==> src/rtl/adc_stream_capture.sv <==
// adc_stream_capture: serial-ADC front end for the oscilloscope.
// Generates adc_clk / adc_conv from osc_clk and deserialises each frame.
// Extracts a fixed data field from every frame and gates the samples
// through an armable trigger with a fixed capture length.
module adc_stream_capture #(
  parameter int CLK_DIV_LOG2 = 7,
  parameter int FRAME_BITS   = 16,
  parameter int LEAD_PAD     = 2,
  parameter int DATA_BITS    = 8,
  parameter int CAPTURE_LEN  = 25000
) (
  input  logic                 osc_clk,
  input  logic                 reset,
  input  logic                 adc_data,
  output logic                 adc_clk,
  output logic                 adc_conv,
  input  logic                 arm,
  input  logic [1:0]           trig_mode,
  input  logic [DATA_BITS-1:0] threshold,
  input  logic                 sample_ready,
  output logic [DATA_BITS-1:0] sample_data,
  output logic                 sample_valid,
  output logic                 busy,
  output logic                 done,
  output logic                 overrun
);

  localparam int IDX_W     = $clog2(FRAME_BITS + 1);
  localparam int CNT_W     = $clog2(CAPTURE_LEN + 1);
  localparam int FIELD_LSB = FRAME_BITS - LEAD_PAD - DATA_BITS;

  localparam logic [CLK_DIV_LOG2-1:0] DIV_MAX    = '1;
  // Last cycle with adc_clk low: the next edge raises adc_clk and samples adc_data.
  localparam logic [CLK_DIV_LOG2-1:0] DIV_STROBE = DIV_MAX >> 1;
  localparam logic [IDX_W-1:0]        LAST_IDX   = IDX_W'(FRAME_BITS);
  localparam logic [CNT_W-1:0]        CAP_LEN    = CNT_W'(CAPTURE_LEN);

  localparam logic [1:0] MODE_RISE = 2'b01;
  localparam logic [1:0] MODE_FALL = 2'b10;
  localparam logic [1:0] MODE_CONT = 2'b11;

  typedef enum logic [1:0] {
    S_IDLE,
    S_WAIT_TRIG,
    S_CAPTURE,
    S_DONE
  } state_t;

  // Serial interface timing
  logic [CLK_DIV_LOG2-1:0] r_div;
  logic [IDX_W-1:0]        r_idx;        // adc_clk period within the frame, 0 = conversion
  logic                    r_conv;
  logic                    r_frame_done; // frame-complete event F
  logic [DATA_BITS-1:0]    r_field;      // extracted data field of the current frame

  logic                    w_wrap;
  logic                    w_strobe;
  logic [DATA_BITS-1:0]    w_field_hit;
  logic [DATA_BITS-1:0]    w_cur;

  // Trigger / capture
  state_t                  r_state;
  state_t                  w_state_next;
  logic [CNT_W-1:0]        r_cnt;
  logic [CNT_W-1:0]        w_cnt_inc;
  logic [DATA_BITS-1:0]    r_prev;
  logic                    r_prev_ok;
  logic [1:0]              r_mode;
  logic [DATA_BITS-1:0]    r_thresh;
  logic                    w_trig;
  logic                    w_emit;

  // Registered outputs
  logic                    r_valid;
  logic [DATA_BITS-1:0]    r_data;
  logic                    r_overrun;
  logic                    r_busy;
  logic                    r_done;

  assign w_wrap   = (r_div == DIV_MAX);
  assign w_strobe = (r_div == DIV_STROBE);
  assign w_cur    = r_field;

  // Free-running divider, frame period counter and conversion strobe (changes only on wrap).
  always_ff @(posedge osc_clk) begin
    if (reset) begin
      r_div  <= '0;
      r_idx  <= '0;
      r_conv <= 1'b1;
    end else begin
      r_div <= r_div + CLK_DIV_LOG2'(1);
      if (w_wrap) begin
        if (r_idx == LAST_IDX) begin
          r_idx  <= '0;
          r_conv <= 1'b1;
        end else begin
          r_idx  <= r_idx + IDX_W'(1);
          r_conv <= 1'b0;
        end
      end
    end
  end

  // Each field bit has exactly one period in which its frame bit arrives (MSB first).
  genvar gi;
  generate
    for (gi = 0; gi < DATA_BITS; gi++) begin : g_field_tap
      assign w_field_hit[gi] = w_strobe && (r_idx == IDX_W'(FRAME_BITS - FIELD_LSB - gi));
    end
  endgenerate

  // Capture field bits on the adc_clk rising edge; flag F the cycle after the last bit.
  always_ff @(posedge osc_clk) begin
    if (reset) begin
      r_field      <= '0;
      r_frame_done <= 1'b0;
    end else begin
      r_frame_done <= w_strobe && (r_idx == LAST_IDX);
      for (int i = 0; i < DATA_BITS; i++) begin
        if (w_field_hit[i]) begin
          r_field[i] <= adc_data;
        end
      end
    end
  end

  // Capture state register.
  always_ff @(posedge osc_clk) begin
    if (reset) begin
      r_state <= S_IDLE;
    end else begin
      r_state <= w_state_next;
    end
  end

  // Trigger evaluation, emit decision and next state; arm overrides a coincident F.
  always_comb begin
    w_state_next = r_state;
    w_emit       = 1'b0;
    w_trig       = 1'b1;
    w_cnt_inc    = r_cnt + CNT_W'(1);

    case (r_mode)
      MODE_RISE: w_trig = r_prev_ok && (r_prev < r_thresh) && (w_cur >= r_thresh);
      MODE_FALL: w_trig = r_prev_ok && (r_prev >= r_thresh) && (w_cur < r_thresh);
      default:   w_trig = 1'b1;
    endcase

    if (arm) begin
      w_state_next = S_WAIT_TRIG;
    end else if (r_frame_done) begin
      case (r_state)
        S_WAIT_TRIG: begin
          if (w_trig) begin
            w_emit       = 1'b1;
            w_state_next = S_CAPTURE;
          end
        end
        S_CAPTURE: w_emit = 1'b1;
        default: ;
      endcase
      // Continuous mode keeps capturing and lets the count wrap.
      if (w_emit && (r_mode != MODE_CONT) && (w_cnt_inc == CAP_LEN)) begin
        w_state_next = S_DONE;
      end
    end
  end

  // Capture datapath: counters, trigger settings, history and registered outputs.
  always_ff @(posedge osc_clk) begin
    if (reset) begin
      r_cnt     <= '0;
      r_prev    <= '0;
      r_prev_ok <= 1'b0;
      r_mode    <= 2'b00;
      r_thresh  <= '0;
      r_valid   <= 1'b0;
      r_data    <= '0;
      r_overrun <= 1'b0;
      r_busy    <= 1'b0;
      r_done    <= 1'b0;
    end else begin
      r_valid <= 1'b0;
      r_busy  <= (r_state == S_WAIT_TRIG) || (r_state == S_CAPTURE);
      r_done  <= (r_state == S_DONE);
      if (arm) begin
        r_cnt     <= '0;
        r_overrun <= 1'b0;
        r_prev_ok <= 1'b0;
        r_mode    <= trig_mode;
        r_thresh  <= threshold;
      end else begin
        if (r_frame_done) begin
          r_prev    <= w_cur;
          r_prev_ok <= 1'b1;
        end
        if (w_emit) begin
          // A dropped sample still counts toward the capture length.
          r_cnt <= w_cnt_inc;
          if (sample_ready) begin
            r_valid <= 1'b1;
            r_data  <= w_cur;
          end else begin
            r_overrun <= 1'b1;
          end
        end
      end
    end
  end

  assign adc_clk      = r_div[CLK_DIV_LOG2-1];
  assign adc_conv     = r_conv;
  assign sample_valid = r_valid;
  assign sample_data  = r_data;
  assign overrun      = r_overrun;
  assign busy         = r_busy;
  assign done         = r_done;

endmodule

==> config.mk <==
export PLATFORM = sky130hd
export DESIGN_NAME = adc_stream_capture
export DESIGN_NICKNAME = d
export VERILOG_FILES = /design/src/rtl/adc_stream_capture.sv
export SDC_FILE = /design/constraint.sdc
export NUM_CORES = 1
export LEC_CHECK = 0
export ABC_AREA = 1
export CAP_MARGIN = 10
export CORE_MARGIN = 5
export CORE_UTILIZATION = 30
export CTS_BUF_LIST = sky130_fd_sc_hd__clkbuf_8 sky130_fd_sc_hd__clkbuf_16
export DETAILED_ROUTE_END_ITERATION = 10
export GPL_ROUTABILITY_DRIVEN = 1
export HOLD_SLACK_MARGIN = 0.15
export PLACE_DENSITY_LB_ADDON = 0.12
export SLEW_MARGIN = 20
export SYNTH_ARGS = -nofsm -noshare
export SYNTH_HDL_FRONTEND = slang
export SYNTH_SLANG_ARGS = --single-unit
==> constraint.sdc <==
create_clock -name osc_clk -period 6 [get_ports osc_clk]
set_input_delay 1.5 -clock osc_clk [delete_from_list [all_inputs] [get_ports osc_clk]]
set_output_delay 1.5 -clock osc_clk [all_outputs]
set_load 0.02 [all_outputs]
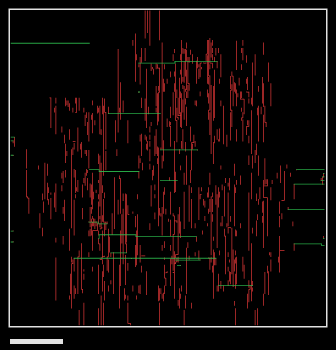
(images/metal_stack.png)
Scale bar: 20 um. Two of the layers only.
color	layer	wire length
green	met3	302 um
red	met2	3260 um
Total Routing Usage GR: 0.119
drt total wl: 7.84 mm
WL/cell: 11.9 um
Via Count: 2933

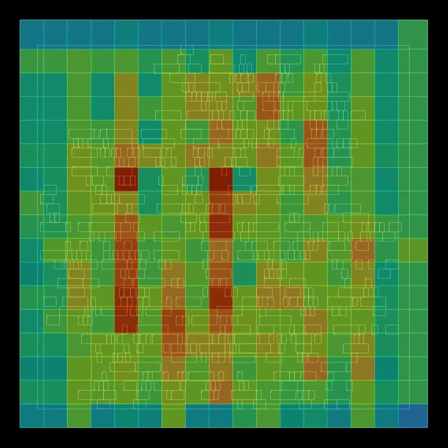
(images/final_congestion.png)
Finished Core Util: 0.369
met3 usage: 0.0332
GRT met2 Usage: 0.179
GR peak layer: met2
met1 track demand over resource: 0.162

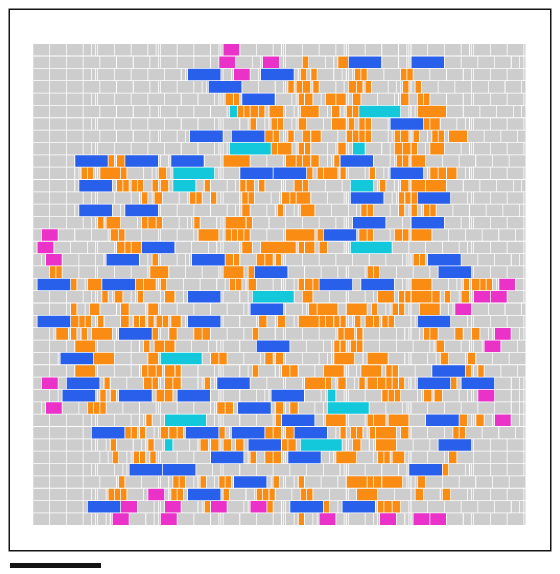
(images/cell_classes.png)
Scale bar: 20 um. Fill, decap, tap and diode cells in gray.
color	class	cells	share of their area
blue	flip-flops	70	34%
orange	all other logic	405	52%
magenta	other buffers and delay cells	28	6.9%
cyan	clock drivers and dummy loads	15	6.8%
CORE AREA: 11500 sq um
Non-Filler Cell Area, Final: 4250 sq um
flop share of the area: 0.330

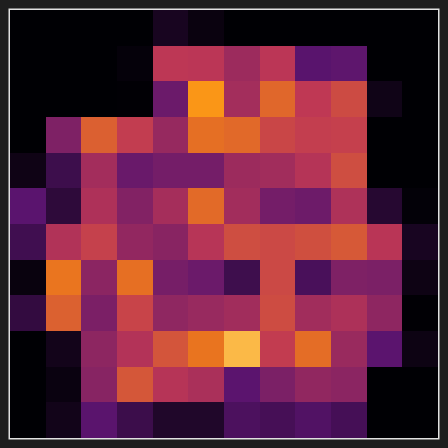
(images/density.png)
The die is cut into 12 by 12 equal tiles; black is low, pale yellow is high, 0 to 100% covered.
mean over tiles	29%
fullest tile	85%
emptiest ninth of the die	north-west
nearly empty tiles	24%
FP Core Util: 0.309

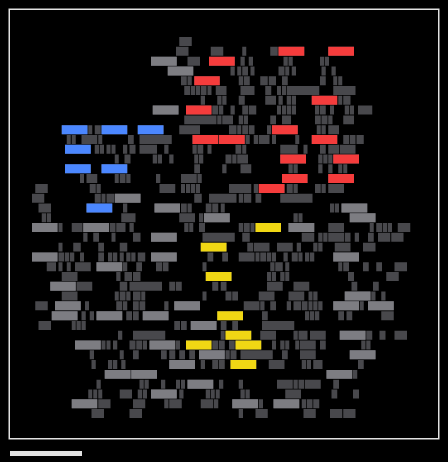
(images/registers.png)
Scale bar: 20 um. Other sequential cells in the stronger gray, the rest of the logic in the fainter gray.
color	name in the netlist	placed flops
red	r_cnt	15
yellow	r_prev	8
blue	r_div	7
register area: 1400 sq um
seq pwr: 0.476 mW

==> metrics.yaml <==
status: "completed"
clock_latency_ps: 340
drt-initial-drc-count: 84
io_buffer_count: 28
critical_path_required_ps: 6220
cts_buffer_depth: 2
fin_crit_ps: 3450
yosysMostFrequentCell: "nand2_1"
syn2layout_area_growth_pct: 19.4
htree_levels: 3
final_nets: 558
dpl_cell_area_sq_um: 3970
ys_ff: 70
grt_overflow: 0
vias_per_cell: 4.44
slew_viol_final: 0
antenna_found_initial: 0
period_used_share: 0.575
timing.critical_path.from: "reset"
worstPathArrival_ps: 3670
hold_start: "r_div[0]$_SDFF_PP0_"
cp-endpoint: "r_frame_done$_SDFF_PP0_"
rr_worst_depth: 15
synth-edff-count: 0
fp_nets: 529
drt_first_pass_iters: 6
drc: 0
rsz0062_at_grt: "no"
maxCapViolations: 0
clkTransAtPathRegs_ps: 60
io_pins: 29
clock_skew_ps: 7.76
tritoncts.num_buffers: 9
r2r_slack_ps: 3740
post_cts_buffers: 0
yosys_cells: 485
drive_gt1_frac: 0.0637
dp_hpwl_mm: 5.73
hp-class: "register to register"
chipArea_sq_um: 14100
startpoint_type: "input pin"
cellPowerDensity_nw_per_um2: 241
worst_setup_path_end_kind: "register"
timing.rr.end: "r_cnt[6]$_SDFFE_PP0P_"
synthCells: 485
die_h_um: 119
vdd_drop_max_mv: 0.0896
syn_area_sq_um: 3560
cts_sinks: 70
final-setup-viol-count: 0
synthArstFlopShare: 0
ys_area_sq_um: 3560
placementRows: 39
max_clock_freq_mhz: 290
gp_congestion: 0.746
hold_violations: 0
worstMarginPinSlew_ps: 914
worstSetupPathType: "input pin to register"
r2r_start: "r_thresh[7]$_SDFFE_PP0P_"
fp.dieW_um: 119
root_buffer: "clkbuf_16"
log.warning_count: 34
synthTopCellsByCount: "nand2_1, inv_1, dfxtp_1"
cp_max_fo: 36
grt_max_degree: 37
max_slew_margin: 0.387
ant_nets: 0
ys_seq_share: 0.394
postCtsHoldBufs: 0
synthFlopType: "dfxtp_1"
ys_warn_count: 0
ctsResizeCount: 0
synth_cell_types: 29
grt_pass1_wl_mm: 13.7
synth.largest_area_cell: "dfxtp_1"
power_leakage_nw: 1.82
setup_tns_ps: 0
yosys-top-cells-area: "dfxtp_1, nand2_1, ha_1"
avgSynthCellArea_sq_um: 7.34
first_global_vias: 2861
tritoncts: "built"
yosysTopAreaCellShare: 0.394
antenna_cells: 0
-- metrics by stage --
stage / hold WS, ps / cells / total power, mW / utilization / setup WS (ps)
detailed placement: 441 / 646 / 0.545 / 0.345 / 2050
global route: 473 / 661 / 1.08 / 0.369 / 2220
CTS: 452 / 661 / 1.04 / 0.369 / 2400
floorplan: 418 / 485 / 0.522 / - / 3410
global placement: 433 / 646 / 0.544 / 0.345 / 2120
finish: 445 / 661 / 1.03 / 0.369 / 2550
-- final cells by class --
cell class,count,area (sq um)
flip-flops and latches,70,1400
clock buffers,11,253
repair buffers,28,280
fillers,1224,7270
clock inverters,4,22.5
well taps,143,179
inverters,76,285
multi-input cells,329,1830
-- sequential cells by signal, indices dropped and copies added (netlist names) --
register and flops:
r_cnt 15, r_state 2, adc_conv 1, r_field 8, sample_data 8, r_frame_done 1, overrun 1, busy 1
r_div 7, sample_valid 1, r_mode 2, r_prev_ok 1, r_prev 8, r_thresh 8, r_idx 5, done 1
-- cell families (layout without fill, tap and decap cells) --
kind of cell | Yosys count | count (layout) | synth area share
xor+xnor | 12 | 12 | 0.0316
fa+ha+maj | 29 | 29 | 0.102
compound gates | 85 | 85 | 0.122
flops | 70 | 70 | 0.394
simple gates | 203 | 203 | 0.257
buf+inv | 86 | 119 | 0.0935
-- metal layers --
metal / vias to the layer above / GRT usage / wire (um) / part of all wire
met5: - / 0 / 0 / 0
met4: 0 / 0.0434 / 123 / 0.016
met3: 11 / 0.0332 / 301 / 0.038
met2: 36 / 0.179 / 3260 / 0.42
met1: 1276 / 0.162 / 4150 / 0.53
li1: 1610 / - / - / -
-- placed cells by master, fill, tap and decap left out --
cell type,instances
nand2_2,4
o21ai_0,28
nand3_1,15
nand2_1,97
nor2_4,3
nand4_4,1
nand3_2,1
nor3_1,8
xnor2_1,2
inv_1,73
clkinvlp_4,1
ha_1,29
and3_1,1
nand4_1,10
dfxtp_1,70
o21a_1,2
nor2_1,55
a21o_1,1
clkinv_2,3
nand3_4,2
a211oi_1,1
nor4_1,2
clkbuf_8,2
a21oi_1,52
xnor2_2,1
clkbuf_16,9
o21ai_1,1
clkinv_1,1
xor2_1,9
nor2_2,4
inv_2,2
clkdlybuf4s50_1,28
-- power breakdown --
part	internal (mW)	leakage, nW	switching, mW
sequential	0.472	0.567	0.00361
clock	0.297	0.137	0.194
combinational	0.0231	1.12	0.0352
total	0.793	1.82	0.233
-- worst max-delay path: stages --
cell	delay, ps
clkdlybuf4s50_1	800
clkinv_1	880
and3_1	480
-- worst min-delay path by stage --
stage                      endpoint  slack (ps)  cells past startpoint
4_1_cts        overrun$_SDFFE_PP0P_         450                      2
5_1_grt        overrun$_SDFFE_PP0P_         470                      2
3_5_place_dp    r_div[0]$_SDFF_PP0_         440                      1
2_1_floorplan   r_div[0]$_SDFF_PP0_         420                      1
3_3_place_gp    r_div[0]$_SDFF_PP0_         430                      1
6_report        r_div[0]$_SDFF_PP0_         440                      1
Power figures rest on the tool's default switching activity, not on a simulated workload.
